## src/rtl/systolic_pkg.sv

```systemverilog
`default_nettype none
// ============================================================================
//  Module   : systolic_pkg
//  Purpose  : Shared types and width helpers for the systolic skew feeder.
//             Contents: FSM state enum, default operand width, and helpers
//             for lane-index, word-index and lane-counter widths.
//  Revision : 1.0 - initial release
// ============================================================================
package systolic_pkg;

   typedef enum logic [0:0] {
      ST_IDLE = 1'b0,
      ST_FEED = 1'b1
   } state_t;

   localparam int DEFAULT_DW = 8;

   // Lane index must address the wider of the two operand buffers.
   function automatic int lane_w(input int n, input int m);
      int mx;
      mx = (n > m) ? n : m;
      return (mx > 1) ? $clog2(mx) : 1;
   endfunction

   // Word index within a lane; at least one bit even for K=1.
   function automatic int idx_w(input int k);
      return (k > 1) ? $clog2(k) : 1;
   endfunction

   // Lane counter has to represent K itself (the exhausted value).
   function automatic int cnt_w(input int k);
      return $clog2(k + 1);
   endfunction

endpackage
`default_nettype wire

```

## src/rtl/systolic_skew_feeder_if.sv

```systemverilog
`default_nettype none
// ============================================================================
//  Module   : systolic_skew_feeder_if
//  Purpose  : Bundles the controller enables, tile write port and the
//             skewed operand outputs of the systolic skew feeder.
//  Modports : master - controller / tile loader side (drives enables, load,
//                      write port, arm; observes feed outputs)
//             slave  - feeder side
//  Options  : SYSTOLIC_SKEW_FEEDER_ERR_EN adds the sticky 'err' output.
//  Revision : 1.0 - initial release
// ============================================================================
interface systolic_skew_feeder_if
   import systolic_pkg::*;
#(
   parameter int N  = 2,
   parameter int M  = 2,
   parameter int K  = 2,
   parameter int DW = DEFAULT_DW
);
   logic [N-1:0]          A_start_en;
   logic [M-1:0]          B_start_en;
   logic                  load;
   logic                  wr_en;
   logic                  wr_is_b;
   logic [lane_w(N,M)-1:0] wr_lane;
   logic [idx_w(K)-1:0]   wr_idx;
   logic [DW-1:0]         wr_data;
   logic                  arm;
   logic                  busy;
   logic [N*DW-1:0]       a_data;
   logic [N-1:0]          a_valid;
   logic [M*DW-1:0]       b_data;
   logic [M-1:0]          b_valid;
   logic                  done;
`ifdef SYSTOLIC_SKEW_FEEDER_ERR_EN
   logic                  err;
`endif

   modport master (
      output A_start_en, B_start_en, load, wr_en, wr_is_b, wr_lane, wr_idx,
             wr_data, arm,
      input  busy, a_data, a_valid, b_data, b_valid, done
`ifdef SYSTOLIC_SKEW_FEEDER_ERR_EN
      , input err
`endif
   );

   modport slave (
      input  A_start_en, B_start_en, load, wr_en, wr_is_b, wr_lane, wr_idx,
             wr_data, arm,
      output busy, a_data, a_valid, b_data, b_valid, done
`ifdef SYSTOLIC_SKEW_FEEDER_ERR_EN
      , output err
`endif
   );

endinterface
`default_nettype wire

```

## src/rtl/skew_feed_lane.sv

```systemverilog
`default_nettype none
// ============================================================================
//  Module   : skew_feed_lane
//  Purpose  : One operand lane (A row or B column): K-word buffer with write
//             port, issue counter, registered data/valid output and an
//             exhausted flag reflecting the post-update counter value.
//  Ports    : clk, rst         - clock, synchronous active-high reset
//             wr_en/idx/data   - pre-qualified buffer write
//             clear            - zero the counter (feed start)
//             load_en          - advance pulse, already gated by FEED state
//             start_en         - controller start enable for this lane
//             data, valid      - registered lane output
//             exhausted        - counter equals K after this cycle's update
//  Revision : 1.0 - initial release
// ============================================================================
module skew_feed_lane
   import systolic_pkg::*;
#(
   parameter int K  = 2,
   parameter int DW = DEFAULT_DW
) (
   input  logic                 clk,
   input  logic                 rst,
   input  logic                 wr_en,
   input  logic [idx_w(K)-1:0]  wr_idx,
   input  logic [DW-1:0]        wr_data,
   input  logic                 clear,
   input  logic                 load_en,
   input  logic                 start_en,
   output logic [DW-1:0]        data,
   output logic                 valid,
   output logic                 exhausted
);
   localparam int             IW    = idx_w(K);
   localparam int             CW    = cnt_w(K);
   localparam logic [CW-1:0]  C_MAX = CW'(K);

   // Storage is deliberately not reset: a tile survives a controller reset.
   logic [DW-1:0] r_mem [K];
   logic [CW-1:0] r_cnt;
   logic [CW-1:0] w_cnt_nxt;
   logic [DW-1:0] r_data;
   logic          r_valid;
   logic          w_issue;

   assign w_issue   = load_en && start_en && (r_cnt != C_MAX);
   assign w_cnt_nxt = r_cnt + CW'(w_issue);
   // Looks at the post-update count so the FSM can finish on the final load.
   assign exhausted = (w_cnt_nxt == C_MAX);

   always_ff @(posedge clk) begin
      if (wr_en) begin
         r_mem[wr_idx] <= wr_data;
      end
   end

   always_ff @(posedge clk) begin
      if (rst) begin
         r_cnt   <= '0;
         r_data  <= '0;
         r_valid <= 1'b0;
      end else begin
         r_valid <= w_issue;
         r_data  <= w_issue ? r_mem[r_cnt[IW-1:0]] : '0;
         if (clear) begin
            r_cnt <= '0;
         end else begin
            r_cnt <= w_cnt_nxt;
         end
      end
   end

   assign data  = r_data;
   assign valid = r_valid;

endmodule
`default_nettype wire

```

## src/rtl/systolic_skew_feeder.sv

```systemverilog
`default_nettype none
// ============================================================================
//  Module   : systolic_skew_feeder
//  Purpose  : Holds one A tile (N rows x K words) and one B tile (M columns x
//             K words) and, on each controller load pulse, emits the next
//             word of every enabled lane, producing the diagonal operand skew
//             for a systolic PE array.
//  Ports    : clk, rst - clock, synchronous active-high reset
//             bus      - systolic_skew_feeder_if.slave (enables, load, tile
//                        write port, arm, busy, a/b data+valid, done)
//  Options  : SYSTOLIC_SKEW_FEEDER_ERR_EN - adds sticky 'err' flag for
//             dropped writes (write while feeding or out-of-range index).
//  Revision : 1.0 - initial release
// ============================================================================
module systolic_skew_feeder
   import systolic_pkg::*;
#(
   parameter int N  = 2,
   parameter int M  = 2,
   parameter int K  = 2,
   parameter int DW = DEFAULT_DW
) (
   input  logic                    clk,
   input  logic                    rst,
   systolic_skew_feeder_if.slave   bus
);
   state_t          r_state;
   state_t          w_state_nxt;
   logic            r_done;
   logic            w_done_nxt;
   logic            w_clear;
   logic            w_load_en;
   logic            w_idx_ok;
   logic            w_lane_ok;
   logic            w_wr_ok;
   logic            w_all_exh;
   logic [N-1:0]    w_a_exh;
   logic [M-1:0]    w_b_exh;
   logic [N*DW-1:0] w_a_data;
   logic [N-1:0]    w_a_valid;
   logic [M*DW-1:0] w_b_data;
   logic [M-1:0]    w_b_valid;

   // ---------------- write decode ----------------
   assign w_idx_ok  = int'(bus.wr_idx) < K;
   assign w_lane_ok = bus.wr_is_b ? (int'(bus.wr_lane) < M)
                                  : (int'(bus.wr_lane) < N);
   assign w_wr_ok   = (r_state == ST_IDLE) && bus.wr_en && w_idx_ok && w_lane_ok;

   // ---------------- lanes ----------------
   for (genvar i = 0; i < N; i++) begin : g_a_lane
      skew_feed_lane #(.K(K), .DW(DW)) u_lane (
         .clk       (clk),
         .rst       (rst),
         .wr_en     (w_wr_ok && !bus.wr_is_b && (int'(bus.wr_lane) == i)),
         .wr_idx    (bus.wr_idx),
         .wr_data   (bus.wr_data),
         .clear     (w_clear),
         .load_en   (w_load_en),
         .start_en  (bus.A_start_en[i]),
         .data      (w_a_data[i*DW +: DW]),
         .valid     (w_a_valid[i]),
         .exhausted (w_a_exh[i])
      );
   end

   for (genvar j = 0; j < M; j++) begin : g_b_lane
      skew_feed_lane #(.K(K), .DW(DW)) u_lane (
         .clk       (clk),
         .rst       (rst),
         .wr_en     (w_wr_ok && bus.wr_is_b && (int'(bus.wr_lane) == j)),
         .wr_idx    (bus.wr_idx),
         .wr_data   (bus.wr_data),
         .clear     (w_clear),
         .load_en   (w_load_en),
         .start_en  (bus.B_start_en[j]),
         .data      (w_b_data[j*DW +: DW]),
         .valid     (w_b_valid[j]),
         .exhausted (w_b_exh[j])
      );
   end

   assign w_all_exh = (&w_a_exh) && (&w_b_exh);

   // ---------------- FSM ----------------
   always_ff @(posedge clk) begin
      if (rst) begin
         r_state <= ST_IDLE;
         r_done  <= 1'b0;
      end else begin
         r_state <= w_state_nxt;
         r_done  <= w_done_nxt;
      end
   end

   always_comb begin
      w_state_nxt = r_state;
      w_done_nxt  = 1'b0;
      w_clear     = 1'b0;
      w_load_en   = 1'b0;
      case (r_state)
         ST_IDLE: begin
            if (bus.arm) begin
               w_state_nxt = ST_FEED;
               w_clear     = 1'b1;
            end
         end
         ST_FEED: begin
            w_load_en = bus.load;
            // Finish on the load that leaves every lane counter at K, so
            // done and busy=0 line up with the last valid words.
            if (bus.load && w_all_exh) begin
               w_state_nxt = ST_IDLE;
               w_done_nxt  = 1'b1;
            end
         end
         default: w_state_nxt = ST_IDLE;
      endcase
   end

   // ---------------- optional error flag ----------------
`ifdef SYSTOLIC_SKEW_FEEDER_ERR_EN
   logic w_drop;
   logic r_err;

   assign w_drop = bus.wr_en && !w_wr_ok;

   // A dropped write in the arm cycle still flags, so set wins over clear.
   always_ff @(posedge clk) begin
      if (rst) begin
         r_err <= 1'b0;
      end else if (w_drop) begin
         r_err <= 1'b1;
      end else if (w_clear) begin
         r_err <= 1'b0;
      end
   end

   assign bus.err = r_err;
`endif

   // ---------------- outputs ----------------
   assign bus.busy    = (r_state == ST_FEED);
   assign bus.done    = r_done;
   assign bus.a_data  = w_a_data;
   assign bus.a_valid = w_a_valid;
   assign bus.b_data  = w_b_data;
   assign bus.b_valid = w_b_valid;

endmodule
`default_nettype wire

```

## src/flat_wrapper.sv

```systemverilog
// flat-port wrapper written by rule: the top's interface ports become plain ports
module systolic_skew_feeder_flat import systolic_pkg::*;
#(
   parameter int N  = 2,
   parameter int M  = 2,
   parameter int K  = 2,
   parameter int DW = DEFAULT_DW
)
  (clk, rst, bus_A_start_en, bus_B_start_en, bus_load, bus_wr_en, bus_wr_is_b, bus_wr_lane, bus_wr_idx, bus_wr_data, bus_arm, bus_busy, bus_a_data, bus_a_valid, bus_b_data, bus_b_valid, bus_done);
  systolic_skew_feeder_if #(.N(N), .M(M), .K(K), .DW(DW)) bus_i ();
  input  logic clk;
  input  logic rst;
  input wire logic [$bits(bus_i.A_start_en)-1:0] bus_A_start_en;
  input wire logic [$bits(bus_i.B_start_en)-1:0] bus_B_start_en;
  input wire logic [$bits(bus_i.load)-1:0] bus_load;
  input wire logic [$bits(bus_i.wr_en)-1:0] bus_wr_en;
  input wire logic [$bits(bus_i.wr_is_b)-1:0] bus_wr_is_b;
  input wire logic [$bits(bus_i.wr_lane)-1:0] bus_wr_lane;
  input wire logic [$bits(bus_i.wr_idx)-1:0] bus_wr_idx;
  input wire logic [$bits(bus_i.wr_data)-1:0] bus_wr_data;
  input wire logic [$bits(bus_i.arm)-1:0] bus_arm;
  output wire logic [$bits(bus_i.busy)-1:0] bus_busy;
  output wire logic [$bits(bus_i.a_data)-1:0] bus_a_data;
  output wire logic [$bits(bus_i.a_valid)-1:0] bus_a_valid;
  output wire logic [$bits(bus_i.b_data)-1:0] bus_b_data;
  output wire logic [$bits(bus_i.b_valid)-1:0] bus_b_valid;
  output wire logic [$bits(bus_i.done)-1:0] bus_done;
  assign bus_i.A_start_en = bus_A_start_en;
  assign bus_i.B_start_en = bus_B_start_en;
  assign bus_i.load = bus_load;
  assign bus_i.wr_en = bus_wr_en;
  assign bus_i.wr_is_b = bus_wr_is_b;
  assign bus_i.wr_lane = bus_wr_lane;
  assign bus_i.wr_idx = bus_wr_idx;
  assign bus_i.wr_data = bus_wr_data;
  assign bus_i.arm = bus_arm;
  assign bus_busy = bus_i.busy;
  assign bus_a_data = bus_i.a_data;
  assign bus_a_valid = bus_i.a_valid;
  assign bus_b_data = bus_i.b_data;
  assign bus_b_valid = bus_i.b_valid;
  assign bus_done = bus_i.done;
  systolic_skew_feeder #(.N(N), .M(M), .K(K), .DW(DW)) u_core (.clk(clk), .rst(rst), .bus(bus_i));
endmodule
```

## config.mk

```make
export PLATFORM = sky130hd
export DESIGN_NAME = systolic_skew_feeder_flat
export DESIGN_NICKNAME = d
export VERILOG_FILES = /design/src/rtl/systolic_pkg.sv /design/src/rtl/systolic_skew_feeder_if.sv /design/src/rtl/skew_feed_lane.sv /design/src/rtl/systolic_skew_feeder.sv /design/src/flat_wrapper.sv
export SDC_FILE = /design/constraint.sdc
export NUM_CORES = 1
export LEC_CHECK = 0
export ABC_AREA = 1
export CAP_MARGIN = 10
export CORE_MARGIN = 3
export CORE_UTILIZATION = 48
export DETAILED_ROUTE_END_ITERATION = 16
export GPL_TIMING_DRIVEN = 1
export PLACE_DENSITY = 0.75
export SLEW_MARGIN = 30
export SYNTH_ARGS = -nofsm -noshare
export SYNTH_HDL_FRONTEND = slang
export SYNTH_HIERARCHICAL = 1
export SYNTH_SLANG_ARGS = --single-unit
```

## constraint.sdc

```tcl
create_clock -name clk -period 1.7 [get_ports clk]
set_input_delay 0.425 -clock clk [delete_from_list [all_inputs] [get_ports clk]]
set_output_delay 0.425 -clock clk [all_outputs]
set_load 0.02 [all_outputs]
```

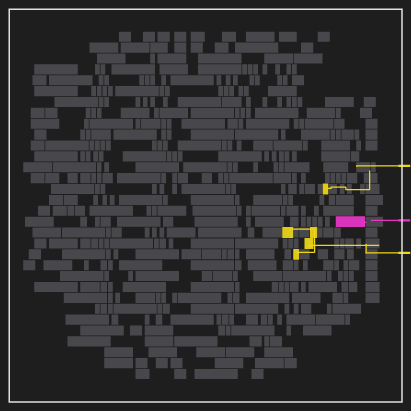
Figure 1: wires at chosen ports, followed through buffers.
(4 px per um)
| color | port | direction | edge | end cells | buffers | wire |
|---|---|---|---|---|---|---|
| yellow | bus_A_start_en | input | east | 5 | 2 | 71.2 um |
| magenta | bus_done | output | east | 1 | 1 | 8.00 um |

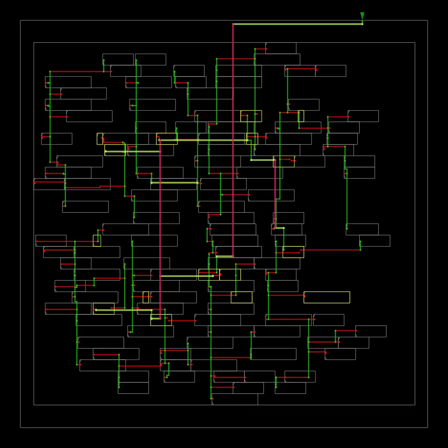
Figure 2: the clock network.
Flop Count: 110
clk_lat worst skew: 0.35 ns
clk pwr: 1.51 mW

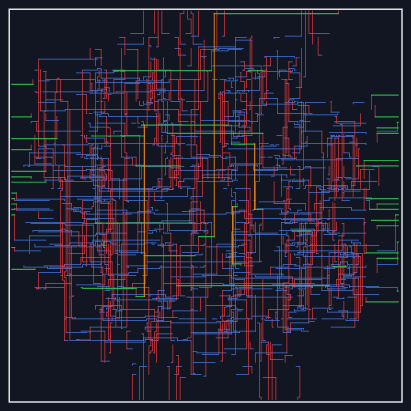
Figure 3: metal layers overlaid.
(4 px per um)
| color | layer | wire length |
|---|---|---|
| orange | M4 | 129 um |
| blue | M1 | 3200 um |
| red | M2 | 3830 um |
| green | M3 | 399 um |

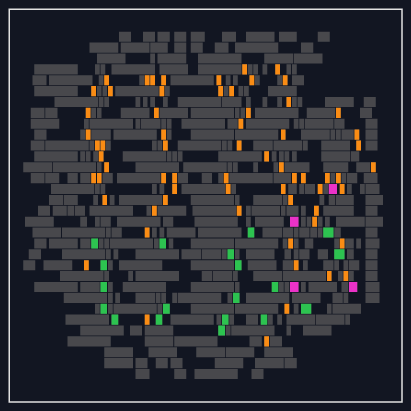
Figure 4: selected gate families.
(4 px per um)
| color | family | cells | most used |
|---|---|---|---|
| green | aoi and oai cells | 19 | a21oi_1 |
| orange | inv cells | 65 | inv_1 |
| magenta | and/or cells | 4 | or2_2 |

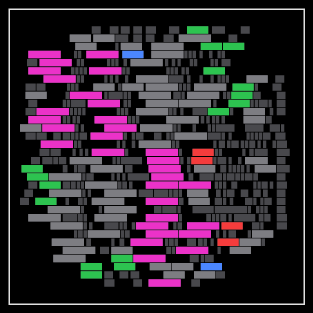
Figure 5: sequential cells grouped by signal name.
(3 px per um) Other sequential cells in the stronger gray, the rest of the logic in the fainter gray.
| color | signal | placed flops |
|---|---|---|
| red | u_core/g_a_lane.u_lane/r_cnt | 4 |
| green | u_core/g_b_lane.u_lane/data | 16 |
| blue | u_core/g_a_lane.u_lane/valid | 2 |
| magenta | u_core/g_a_lane.u_lane/r_mem | 32 |
not colored: 56

==> results.py <==
# Auto-generated metrics
metrics = {
    "global_route": {
        "grt_pass1_vias": 2652,
        "grt_max_degree": 18,
        "busiest_layer": "met2",
        "overflow": 0,
        "use_met1": 0.1970,
        "grt_pass1_wl_um": 12350,
        "grt_util_met3": 0.04071,
    },
    "critical_path": {
        "required_ns": 1.95,
        "r2r_cells": 12,
        "cp_slowest_cell": "clkdlybuf4s50_1",
        "r2r_slack_ns": 0.17,
        "r2r-start": "u_core/bus.busy$_SDFF_PP0_",
        "timing.rr.end": "u_core/bus.busy$_SDFF_PP0_",
        "crit_fanout": 2,
        "worstPathArrival_ns": 1.78,
    },
    "synth": {
        "syn_area_per_cell_um2": 10.93,
        "synth_adder_area_share": 0.006186,
        "top_cells_by_area": "edfxtp_1, dfxtp_1, nand2_1",
        "async_flop_share": 0,
        "yosys_warnings": 6,
        "logic_family": "simple AND/OR/NAND/NOR gates",
        "top_cell": "nand2_1",
        "netlist_instances": 370,
        "synthesis.area_um2": 4045,
        "xor_share": 0.004330,
        "ys.flops": 110,
        "netlist.area_leader.share": 0.4751,
        "synthFlopType": "edfxtp_1",
        "synthAoiAreaFrac": 0.02908,
    },
    "final_layout": {
        "sh_seq_area": 0.5702,
        "design_area_um2": 4987,
        "postLayoutCoreUtil": 0.6259,
        "comb-cell-share": 0.1726,
        "fin_nets": 473,
        "clockNetworkAreaShare": 0.03838,
        "drive_gt1_frac": 0.1140,
        "multi_input_comb_cells": 187,
        "buf_share": 0.1443,
        "clkbuf_count": 12,
        "seqCellArea_um2": 2844,
        "final_common_cell": "nand2_1",
        "comb_area_um2": 860.8,
        "buffers": 78,
        "area_growth_pct": 23.29,
    },
    "sta": {
        "worstMarginPinSlew_ns": 0.4667,
        "achievable-frequency_mhz": 652.8,
        "final-hold-violation-count": 0,
        "min_period_ns": 1.532,
        "tns_ns": 0,
        "setup_viol": 0,
    },
    "clock_network": {
        "cts_tree": "yes",
        "root_buffer": "clkbuf_8",
        "numCtsBuffers": 9,
        "clk_pin_slew_ns": 0.09,
        "cts_max_level": 3,
    },
    "detailed_routing": {
        "drc": 0,
        "vias_per_cell": 4.688,
        "first_iter_violations": 129,
        "firstDrtPassIters": 5,
        "wire_per_inst_um": 13.56,
    },
    "placement": {
        "placed_cell_area_um2": 4828,
        "io_buffer_count": 57,
        "place_ws_ns": -0.3930,
    },
    "floorplan": {
        "die_y_um": 97.80,
        "die_area_um2": 9565,
        "die_w_um": 97.80,
    },
    "pwr": {
        "leakage_nw": 2.394,
        "cellPowerDensity_nw_per_um2": 936.0,
        "fin_total_pwr_mw": 4.668,
    },
    "hold_path": {
        "hold_path_class": "input pin to register",
        "hold_depth": 3,
    },
    "job": {
        "warning_count": 26,
    },
    "run_status": {
        "outcome": "finished, final reports clean",
    },
}
per-layer routing:
metal | wire length (um) | vias up
met5 | 0 | -
met4 | 129 | 0
met3 | 399 | 10
met2 | 3834 | 65
met1 | 3202 | 1231
li1 | - | 1310
repair_timing:
item                       CTS  global route
resized                     36             5
setup endpoints to repair   36             5
pin swaps                    2             2
setup buffers                0             0
gates cloned                 0             0
where the power goes:
part / leakage [nW] / switching [mW] / internal (mW)
Clock: 0.0940 / 0.789 / 0.717
Combinational: 1.35 / 0.165 / 0.115
Sequential: 0.952 / 0.0204 / 2.86
Total: 2.39 / 0.974 / 3.69
critical path: cells and delay by family:
family                   cells  cell delay (ns)
AND-OR/OR-AND                1             0.14
AND/OR/NAND/NOR              5             0.39
buffers and inverters        3             0.49
XOR/XNOR                     1             0.14
adder cells (fa/ha/maj)      1             0.19
No activity file was given, so power comes from the tool's default toggle rates.
